### src/rtl/program_counter_stack_pkg.sv
// Shared types, default widths and the counter-op priority encoder for program_counter_stack.
// Latency: n/a (package only).
// Backpressure: n/a (package only).
package pc_pkg;

    localparam int PC_ADDR_W_DEF      = 4;
    localparam int PC_STACK_DEPTH_DEF = 4;

    typedef enum logic [2:0] {
        PC_OP_HOLD,
        PC_OP_INC,
        PC_OP_LOAD,
        PC_OP_JUMP,
        PC_OP_CALL,
        PC_OP_RET,
        PC_OP_COLLIDE
    } pc_op_e;

    // One counter op per edge.
    // Priority: load > WE > call&ret > call > ret > en > hold.
    // inc_block suppresses only the increment (breakpoint hold).
    function automatic pc_op_e pc_next_op(
        input logic load,
        input logic we,
        input logic call,
        input logic ret,
        input logic en,
        input logic inc_block
    );
        pc_op_e op;
        if (load)
            op = PC_OP_LOAD;
        else if (we)
            op = PC_OP_JUMP;
        else if (call && ret)
            op = PC_OP_COLLIDE;
        else if (call)
            op = PC_OP_CALL;
        else if (ret)
            op = PC_OP_RET;
        else if (en && !inc_block)
            op = PC_OP_INC;
        else
            op = PC_OP_HOLD;
        return op;
    endfunction

endpackage

### src/rtl/program_counter_stack_if.sv
// Control/status bundle between bus, sequencer, programmer and the program counter.
// Latency: n/a (wires only).
// Backpressure: none; every op is accepted on the edge where it is presented.
// Optional breakpoint signals are present only when PC_BREAKPOINT_EN is defined.
interface program_counter_stack_if
    import pc_pkg::*;
#(
    parameter int ADDR_W = PC_ADDR_W_DEF
);

    logic              en;
    logic              on;
    logic              load;
    logic              WE;
    logic              call;
    logic              ret;
    logic              OE;
    logic [ADDR_W-1:0] PC_in;
    logic [ADDR_W-1:0] PC_out;
    logic [ADDR_W-1:0] counter;
    logic              wrap;
    logic              stack_empty;
    logic              stack_full;
    logic              stack_err;
`ifdef PC_BREAKPOINT_EN
    logic              bp_set;
    logic              bp_clr;
    logic              bp_hit;
`endif

    // Driver side: bus, sequencer and programmer.
    modport master (
`ifdef PC_BREAKPOINT_EN
        output bp_set, bp_clr,
        input  bp_hit,
`endif
        output en, load, WE, call, ret, OE, PC_in,
        input  on, PC_out, counter, wrap, stack_empty, stack_full, stack_err
    );

    // Program counter side.
    modport slave (
`ifdef PC_BREAKPOINT_EN
        input  bp_set, bp_clr,
        output bp_hit,
`endif
        input  en, load, WE, call, ret, OE, PC_in,
        output on, PC_out, counter, wrap, stack_empty, stack_full, stack_err
    );

endinterface

### src/rtl/program_counter_stack_return_stack.sv
// Return-address LIFO: push/pop with full/empty flags and overflow/underflow strobes.
// Latency: push/pop take effect on the next CLK edge; top_dat/flags are combinational from the pointer.
// Backpressure: none; a push when full or a pop when empty is dropped and flagged by ovf/unf.
module pc_return_stack #(
    parameter int  DEPTH = 4,
    parameter int  W     = 4,
    localparam int PW    = $clog2(DEPTH + 1),
    localparam int IW    = (DEPTH > 1) ? $clog2(DEPTH) : 1
) (
    input  logic          CLK,
    input  logic          RESET,
    input  logic          push,
    input  logic          pop,
    input  logic [W-1:0]  push_dat,
    output logic [W-1:0]  top_dat,
    output logic          full,
    output logic          empty,
    output logic [PW-1:0] sp,
    output logic          ovf,
    output logic          unf
);

    logic [W-1:0]  mem [DEPTH];
    logic [PW-1:0] top_ptr;
    logic          push_ok;
    logic          pop_ok;

    assign full    = (sp == PW'(DEPTH));
    assign empty   = (sp == '0);
    assign push_ok = push && !full;
    assign pop_ok  = pop && !empty && !push;
    assign ovf     = push && full;
    assign unf     = pop && empty && !push;
    assign top_ptr = sp - PW'(1);
    assign top_dat = empty ? '0 : mem[top_ptr[IW-1:0]];

    // Stack pointer: up on accepted push, down on accepted pop.
    always_ff @(posedge CLK or posedge RESET) begin
        if (RESET)
            sp <= '0;
        else if (push_ok)
            sp <= sp + PW'(1);
        else if (pop_ok)
            sp <= sp - PW'(1);
    end

    // Entry storage: contents are don't-care after reset, so no reset here.
    always_ff @(posedge CLK) begin
        if (push_ok)
            mem[sp[IW-1:0]] <= push_dat;
    end

endmodule

### src/rtl/program_counter_stack.sv
// Program counter with return-address stack, wrap pulse, sticky stack error and bus-side capture.
// Latency: counter/PC_out/wrap/stack_err update one CLK edge after the op; on and flags are combinational.
// Backpressure: none; illegal stack ops (overflow, underflow, call&ret) hold the counter and set stack_err.
// Optional breakpoint (bp_set/bp_clr/bp_hit) is built when PC_BREAKPOINT_EN is defined.
module program_counter_stack
    import pc_pkg::*;
#(
    parameter int ADDR_W      = PC_ADDR_W_DEF,
    parameter int STACK_DEPTH = PC_STACK_DEPTH_DEF
) (
    input  logic                    CLK,
    input  logic                    RESET,
    program_counter_stack_if.slave  bus
);

    localparam int PW = $clog2(STACK_DEPTH + 1);

    logic [ADDR_W-1:0] counter_q;
    logic [ADDR_W-1:0] pc_out_q;
    logic              wrap_q;
    logic              stack_err_q;
    logic              inc_block;
    pc_op_e            op;

    logic [ADDR_W-1:0] stk_top;
    logic              stk_full;
    logic              stk_empty;
    logic [PW-1:0]     stk_sp;
    logic              stk_ovf;
    logic              stk_unf;

`ifdef PC_BREAKPOINT_EN
    logic [ADDR_W-1:0] bp_addr;
    logic              bp_valid;
    logic              bp_hit;

    assign bp_hit     = bp_valid && (counter_q == bp_addr);
    assign bus.bp_hit = bp_hit;
    assign inc_block  = bp_hit;

    // Breakpoint register: clear beats set.
    always_ff @(posedge CLK or posedge RESET) begin
        if (RESET) begin
            bp_addr  <= '0;
            bp_valid <= 1'b0;
        end else if (bus.bp_clr) begin
            bp_valid <= 1'b0;
        end else if (bus.bp_set) begin
            bp_addr  <= bus.PC_in;
            bp_valid <= 1'b1;
        end
    end
`else
    assign inc_block = 1'b0;
`endif

    assign op = pc_next_op(bus.load, bus.WE, bus.call, bus.ret, bus.en, inc_block);

    pc_return_stack #(
        .DEPTH (STACK_DEPTH),
        .W     (ADDR_W)
    ) u_stack (
        .CLK      (CLK),
        .RESET    (RESET),
        .push     (op == PC_OP_CALL),
        .pop      (op == PC_OP_RET),
        .push_dat (counter_q + ADDR_W'(1)),
        .top_dat  (stk_top),
        .full     (stk_full),
        .empty    (stk_empty),
        .sp       (stk_sp),
        .ovf      (stk_ovf),
        .unf      (stk_unf)
    );

    // Counter, wrap pulse and sticky stack error; exactly one op per edge.
    always_ff @(posedge CLK or posedge RESET) begin
        if (RESET) begin
            counter_q   <= '0;
            wrap_q      <= 1'b0;
            stack_err_q <= 1'b0;
        end else begin
            wrap_q      <= 1'b0;
            stack_err_q <= stack_err_q | stk_ovf | stk_unf | (op == PC_OP_COLLIDE);
            case (op)
                PC_OP_LOAD, PC_OP_JUMP: counter_q <= bus.PC_in;
                PC_OP_CALL: begin
                    if (!stk_full)
                        counter_q <= bus.PC_in;
                end
                PC_OP_RET: begin
                    if (!stk_empty)
                        counter_q <= stk_top;
                end
                PC_OP_INC: begin
                    counter_q <= counter_q + ADDR_W'(1);
                    wrap_q    <= &counter_q;
                end
                default: counter_q <= counter_q;
            endcase
        end
    end

    // Bus-side capture of the pre-edge counter, independent of the counter op.
    always_ff @(posedge CLK or posedge RESET) begin
        if (RESET)
            pc_out_q <= '0;
        else if (bus.OE)
            pc_out_q <= counter_q;
    end

    assign bus.on          = bus.en;
    assign bus.counter     = counter_q;
    assign bus.PC_out      = pc_out_q;
    assign bus.wrap        = wrap_q;
    assign bus.stack_err   = stack_err_q;
    assign bus.stack_empty = (stk_sp == '0);
    assign bus.stack_full  = (stk_sp == PW'(STACK_DEPTH));

endmodule

### src/flat_wrapper.sv
// flat-port wrapper written by rule: the top's interface ports become plain ports
module program_counter_stack_flat import pc_pkg::*;
#(
    parameter int ADDR_W      = PC_ADDR_W_DEF,
    parameter int STACK_DEPTH = PC_STACK_DEPTH_DEF
)
  (CLK, RESET, bus_en, bus_load, bus_WE, bus_call, bus_ret, bus_OE, bus_PC_in, bus_on, bus_PC_out, bus_counter, bus_wrap, bus_stack_empty, bus_stack_full, bus_stack_err);
  program_counter_stack_if #(.ADDR_W(ADDR_W)) bus_i ();
  input  logic CLK;
  input  logic RESET;
  input wire logic [$bits(bus_i.en)-1:0] bus_en;
  input wire logic [$bits(bus_i.load)-1:0] bus_load;
  input wire logic [$bits(bus_i.WE)-1:0] bus_WE;
  input wire logic [$bits(bus_i.call)-1:0] bus_call;
  input wire logic [$bits(bus_i.ret)-1:0] bus_ret;
  input wire logic [$bits(bus_i.OE)-1:0] bus_OE;
  input wire logic [$bits(bus_i.PC_in)-1:0] bus_PC_in;
  output wire logic [$bits(bus_i.on)-1:0] bus_on;
  output wire logic [$bits(bus_i.PC_out)-1:0] bus_PC_out;
  output wire logic [$bits(bus_i.counter)-1:0] bus_counter;
  output wire logic [$bits(bus_i.wrap)-1:0] bus_wrap;
  output wire logic [$bits(bus_i.stack_empty)-1:0] bus_stack_empty;
  output wire logic [$bits(bus_i.stack_full)-1:0] bus_stack_full;
  output wire logic [$bits(bus_i.stack_err)-1:0] bus_stack_err;
  assign bus_i.en = bus_en;
  assign bus_i.load = bus_load;
  assign bus_i.WE = bus_WE;
  assign bus_i.call = bus_call;
  assign bus_i.ret = bus_ret;
  assign bus_i.OE = bus_OE;
  assign bus_i.PC_in = bus_PC_in;
  assign bus_on = bus_i.on;
  assign bus_PC_out = bus_i.PC_out;
  assign bus_counter = bus_i.counter;
  assign bus_wrap = bus_i.wrap;
  assign bus_stack_empty = bus_i.stack_empty;
  assign bus_stack_full = bus_i.stack_full;
  assign bus_stack_err = bus_i.stack_err;
  program_counter_stack #(.ADDR_W(ADDR_W), .STACK_DEPTH(STACK_DEPTH)) u_core (.CLK(CLK), .RESET(RESET), .bus(bus_i));
endmodule
### config.mk
export PLATFORM = sky130hd
export DESIGN_NAME = program_counter_stack_flat
export DESIGN_NICKNAME = d
export VERILOG_FILES = /design/src/rtl/program_counter_stack_pkg.sv /design/src/rtl/program_counter_stack_if.sv /design/src/rtl/program_counter_stack_return_stack.sv /design/src/rtl/program_counter_stack.sv /design/src/flat_wrapper.sv
export SDC_FILE = /design/constraint.sdc
export NUM_CORES = 1
export LEC_CHECK = 0
export CORE_ASPECT_RATIO = 1.5
export CORE_MARGIN = 2
export CORE_UTILIZATION = 57
export DETAILED_ROUTE_END_ITERATION = 10
export MAX_ROUTING_LAYER = met4
export PLACE_DENSITY_LB_ADDON = 0.3
export SLEW_MARGIN = 20
export SYNTH_ARGS = -nofsm -noshare
export SYNTH_HDL_FRONTEND = slang
export SYNTH_HIERARCHICAL = 1
export SYNTH_SLANG_ARGS = --single-unit
### constraint.sdc
create_clock -name CLK -period 7 [get_ports CLK]
set_input_delay 1.4 -clock CLK [delete_from_list [all_inputs] [get_ports CLK]]
set_output_delay 1.4 -clock CLK [all_outputs]
set_load 0.02 [all_outputs]
m3.png
(6 px per um)
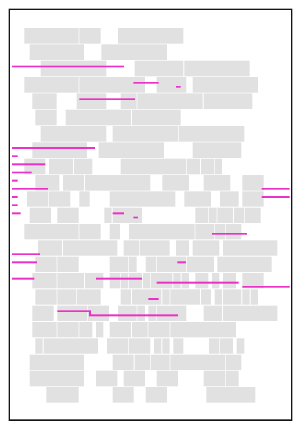
nets with wire on the layer: 22
main direction: horizontal

pinout.png
(6 px per um) Pins as bars across the die edge, other pins in gray.
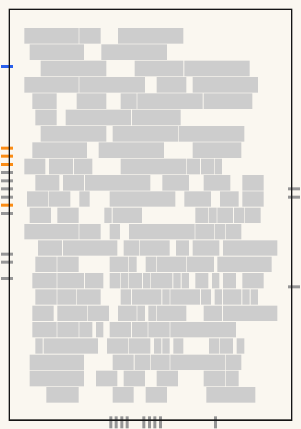
| port | color | pins | direction | edge |
|---|---|---|---|---|
| `bus_PC_out` | orange | 4 | output | west |
| `CLK` | blue | 1 | input | west |

route_heat.png
(4 px per um) The die is cut into 9 by 14 equal tiles; dark purple is low, yellow is high, scaled to the fullest tile. Values are wire area over tile area, all layers added.
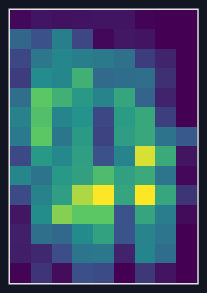
emptiest ninth of the die: north-east
fullest tile: 0.46
nearly empty tiles: 11%
tiles over half the peak: 26%
mean over tiles: 0.16

class_map.png
(8 px per um)
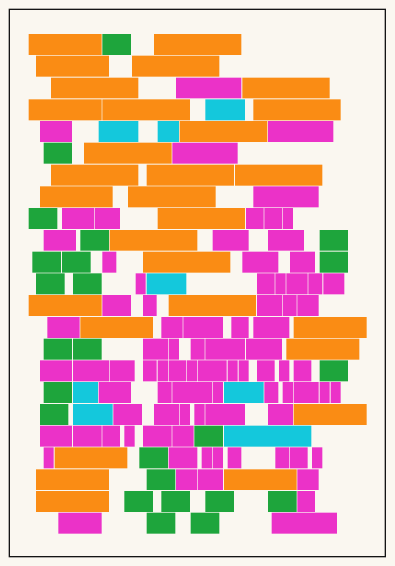
| class | color | cells |
|---|---|---|
| remaining logic cells | magenta | 85 |
| registers | orange | 29 |
| remaining buffers and delay cells | green | 24 |
| clock drivers and dummy loads | cyan | 8 |

==> Table 3: Implementation characteristics <==
Physical implementation characteristics

Parameter                              Value

STA
  Summed negative setup slack over all endpoints .................. 0 ps
  Worst Tran Pin Value .................. 590 ps
  Final hold violation count .................. 0
  Period utilization .................. 57.1%
  Number of max-slew violations in the final report .................. 0
  Worst Clk Skew .................. 7.30 ps
  Setup repair after global routing missed its margin .................. no

Power
  Peak VDD IR .................. 0.221 mV
  Standby leakage power .................. 0.768 nW
  Total power draw .................. 0.667 mW
  PwrDens .................. 347 nW/um^2

Floorplanning
  Die span in y .................. 68.2 um
  Effective utilization at floorplan .................. 59.2%
  Die X .................. 46.8 um
  Std-Cell Rows .................. 23
  Die area .................. 3190 um^2

Critical path
  Worst R2R End .................. u_core/bus.counter[3]$_DFFE_PP0P_
  Reg2reg start .................. u_core/u_stack/sp[0]$_DFFE_PP0P_
  Cells along the critical path .................. clkdlybuf4s50_1, clkdlybuf4s50_1
  Sum of buffers and inverters on the critical path .................. 2
  Cell with the biggest individual delay on the critical path .................. sky130_fd_sc_hd__clkdlybuf4s50_1
  Slowest cell delay on critical path .................. 630 ps
  Crit path launch .................. bus_en
  Cell repeated most along the worst path .................. sky130_fd_sc_hd__clkdlybuf4s50_1
  Crit path required time .................. 5600 ps
  Arrival time of the worst setup path .................. 2590 ps
  Crit path kind .................. in2out
  Worst Path Max Fanout .................. 5
  Worst Setup Start Kind .................. primary input
  Capturing element of the worst setup path .................. bus_on
  Flop2flop setup slack .................. 4340 ps
  Depth of the worst register-to-register path .................. 7
  CP top delay family .................. buffers and inverters

Flow run
  Max Cap Viol .................. 0
  Count of warning messages emitted by the tools .................. 30

Placed design
  Number of cells in the design after placement .................. 175
  Placed Instance Area .................. 1810 um^2
  Post-detail-place hpwl .................. 2.34 mm
  Weighted congestion reported at the end of routability-driven placement .................. 0.819
  PortBufs .................. 24

Outcome
  Result of the run .................. finished clean

Layout
  Most common cell after layout, fill and taps aside .................. sky130_fd_sc_hd__clkdlybuf4s50_1
  Filler cells .................. 193
  Syn-to-layout area delta .................. 22.7%
  Share of cells above drive strength 1 .................. 18.5%
  Post-route cell area .................. 1920 um^2
  Final layout net count .................. 163
  Antenna Diode Count .................. 0
  Most frequent logic cells in the routed design .................. sky130_fd_sc_hd__clkdlybuf4s50_1 (24), sky130_fd_sc_hd__edfxtp_1 (16), sky130_fd_sc_hd__dfrtp_1 (13)

Logic synthesis
  FFs w/ async S/R, synth .................. 44.8%
  Cell Type Count .................. 40
  Count of flip-flops with a built-in enable after synthesis .................. 16
  Mean instance size in the synthesized netlist .................. 13.2 um^2
  Main synth FF type .................. sky130_fd_sc_hd__edfxtp_1
  Warnings, synthesis .................. 6
  Yosys reg bits .................. 29
  Mapped cell area .................. 1570 um^2
  Post-synthesis cell count from yosys .................. 119

Global routing
  Total global routing overflow .................. 0
  Number of global-route vias before repair .................. 1115
  Global-route usage over all layers .................. 24.9%
  First-pass GRT wire length .................. 5.16 mm
  Met2 Use GR .................. 41.8%
  Antenna violations before repair .................. 0
  Largest net degree at the start of global routing .................. 12
  Met3 Track Usage GR .................. 5.80%
  Met1 usage .................. 25.8%

Hold path
  End point of the most critical hold path .................. u_core/bus.stack_err$_DFF_PP0_
  Hold Path Stages .................. 2
  Path category of the worst min-delay check .................. reg2reg
  Startpoint of the tightest hold check path .................. u_core/bus.stack_err$_DFF_PP0_

Clocking
  Num Clock Sinks .................. 29
  Clock tree from TritonCTS .................. done
  Cts bufs inserted .................. 5
  Root buffer cell .................. sky130_fd_sc_hd__clkbuf_8
  Setup bufs post-CTS .................. 0
  Hold_buf cts .................. 0
  Clk_lat worst skew .................. 280 ps
  H-tree depth reported by CTS .................. 2

Routing
  Total Wirelength .................. 3.14 mm
  Iter 0 DRT Violations .................. 37
  Vias per cell .................. 5.60
  Total iterations of the first detailed-routing run .................. 4
  Vias after detailed routing .................. 1024
  Drt wl/cell .................. 17.2 um
  Tally of nets with antenna violations remaining after routing .................. 0
## flip-flops by register name, indices dropped and copies added, names as in the netlist
| register | flops |
|---|---|
| u_core/bus.PC_out | 4 |
| u_core/bus.stack_err | 1 |
| u_core/u_stack/mem | 16 |
| u_core/bus.wrap | 1 |
| u_core/bus.counter | 4 |
| u_core/u_stack/sp | 3 |
## power by group
part           leakage, nW  switching [mW]  internal [mW]
Clock               0.0543          0.0669          0.106
Combinational        0.416           0.121          0.135
Sequential           0.297          0.0306          0.207
Total                0.768           0.219          0.448
## through the flow
stage | hold slack (ps) | setup WS, ps
2_1_floorplan | 588 | 4070
3_3_place_gp | 471 | 3020
3_5_place_dp | 473 | 3000
4_1_cts | 491 | 3000
5_1_grt | 530 | 2960
6_report | 487 | 3010
## tightest hold or removal path, stage by stage, from the launching register on
cell                      delay (ps)
sky130_fd_sc_hd__dfrtp_1         350
sky130_fd_sc_hd__nor3_1           50
sky130_fd_sc_hd__o21ai_0          60
## layout make-up
type | instances | area share, %
sequential | 29 | 41.9
multi-input combinational | 76 | 35.5
timing repair buffer | 24 | 12.5
clock buffer | 5 | 3.58
clock inverter | 3 | 2.41
tap | 37 | 2.41
inverter | 9 | 1.76
## Yosys cell counts, types with 2 or more instances
cell	instances	area [um^2]
sky130_fd_sc_hd__edfxtp_1	16	480
sky130_fd_sc_hd__dfrtp_1	13	325
sky130_fd_sc_hd__inv_1	9	33.8
sky130_fd_sc_hd__nor2_1	7	26.3
sky130_fd_sc_hd__ha_1	6	75.1
sky130_fd_sc_hd__mux2_2	6	67.6
sky130_fd_sc_hd__mux4_2	5	113
sky130_fd_sc_hd__and2_1	4	25.0
sky130_fd_sc_hd__nand2_1	4	15.0
sky130_fd_sc_hd__nor2b_4	4	55.1
sky130_fd_sc_hd__o21ai_0	4	20.0
sky130_fd_sc_hd__a21oi_1	3	15.0
sky130_fd_sc_hd__buf_6	3	33.8
sky130_fd_sc_hd__mux2i_1	3	30.0
sky130_fd_sc_hd__nor3b_1	3	22.5
sky130_fd_sc_hd__nand2b_1	2	12.5
sky130_fd_sc_hd__nor2b_1	2	12.5
sky130_fd_sc_hd__nor3_1	2	10.0
sky130_fd_sc_hd__xnor2_1	2	17.5
## logic make-up (layout without fill, tap and decap cells)
kind of cell             count (synthesis)  count (layout)  synth area share, %
AND-OR/OR-AND                           18              18                 8.22
XOR/XNOR                                 3               3                 1.68
adder cells (fa/ha/maj)                  6               6                 4.79
buffers and inverters                   14              41                 5.11
flip-flops                              29              29                 51.4
multiplexers                            16              16                 15.1
AND/OR/NAND/NOR                         33              33                 13.7
## per-layer routing
metal	routed length [um]	share of wire [%]
met1	1160	37
met5	0	0
met4	92	2.9
met2	1750	56
met3	142	4.5
Power figures rest on the tool's default switching activity, not on a simulated workload.
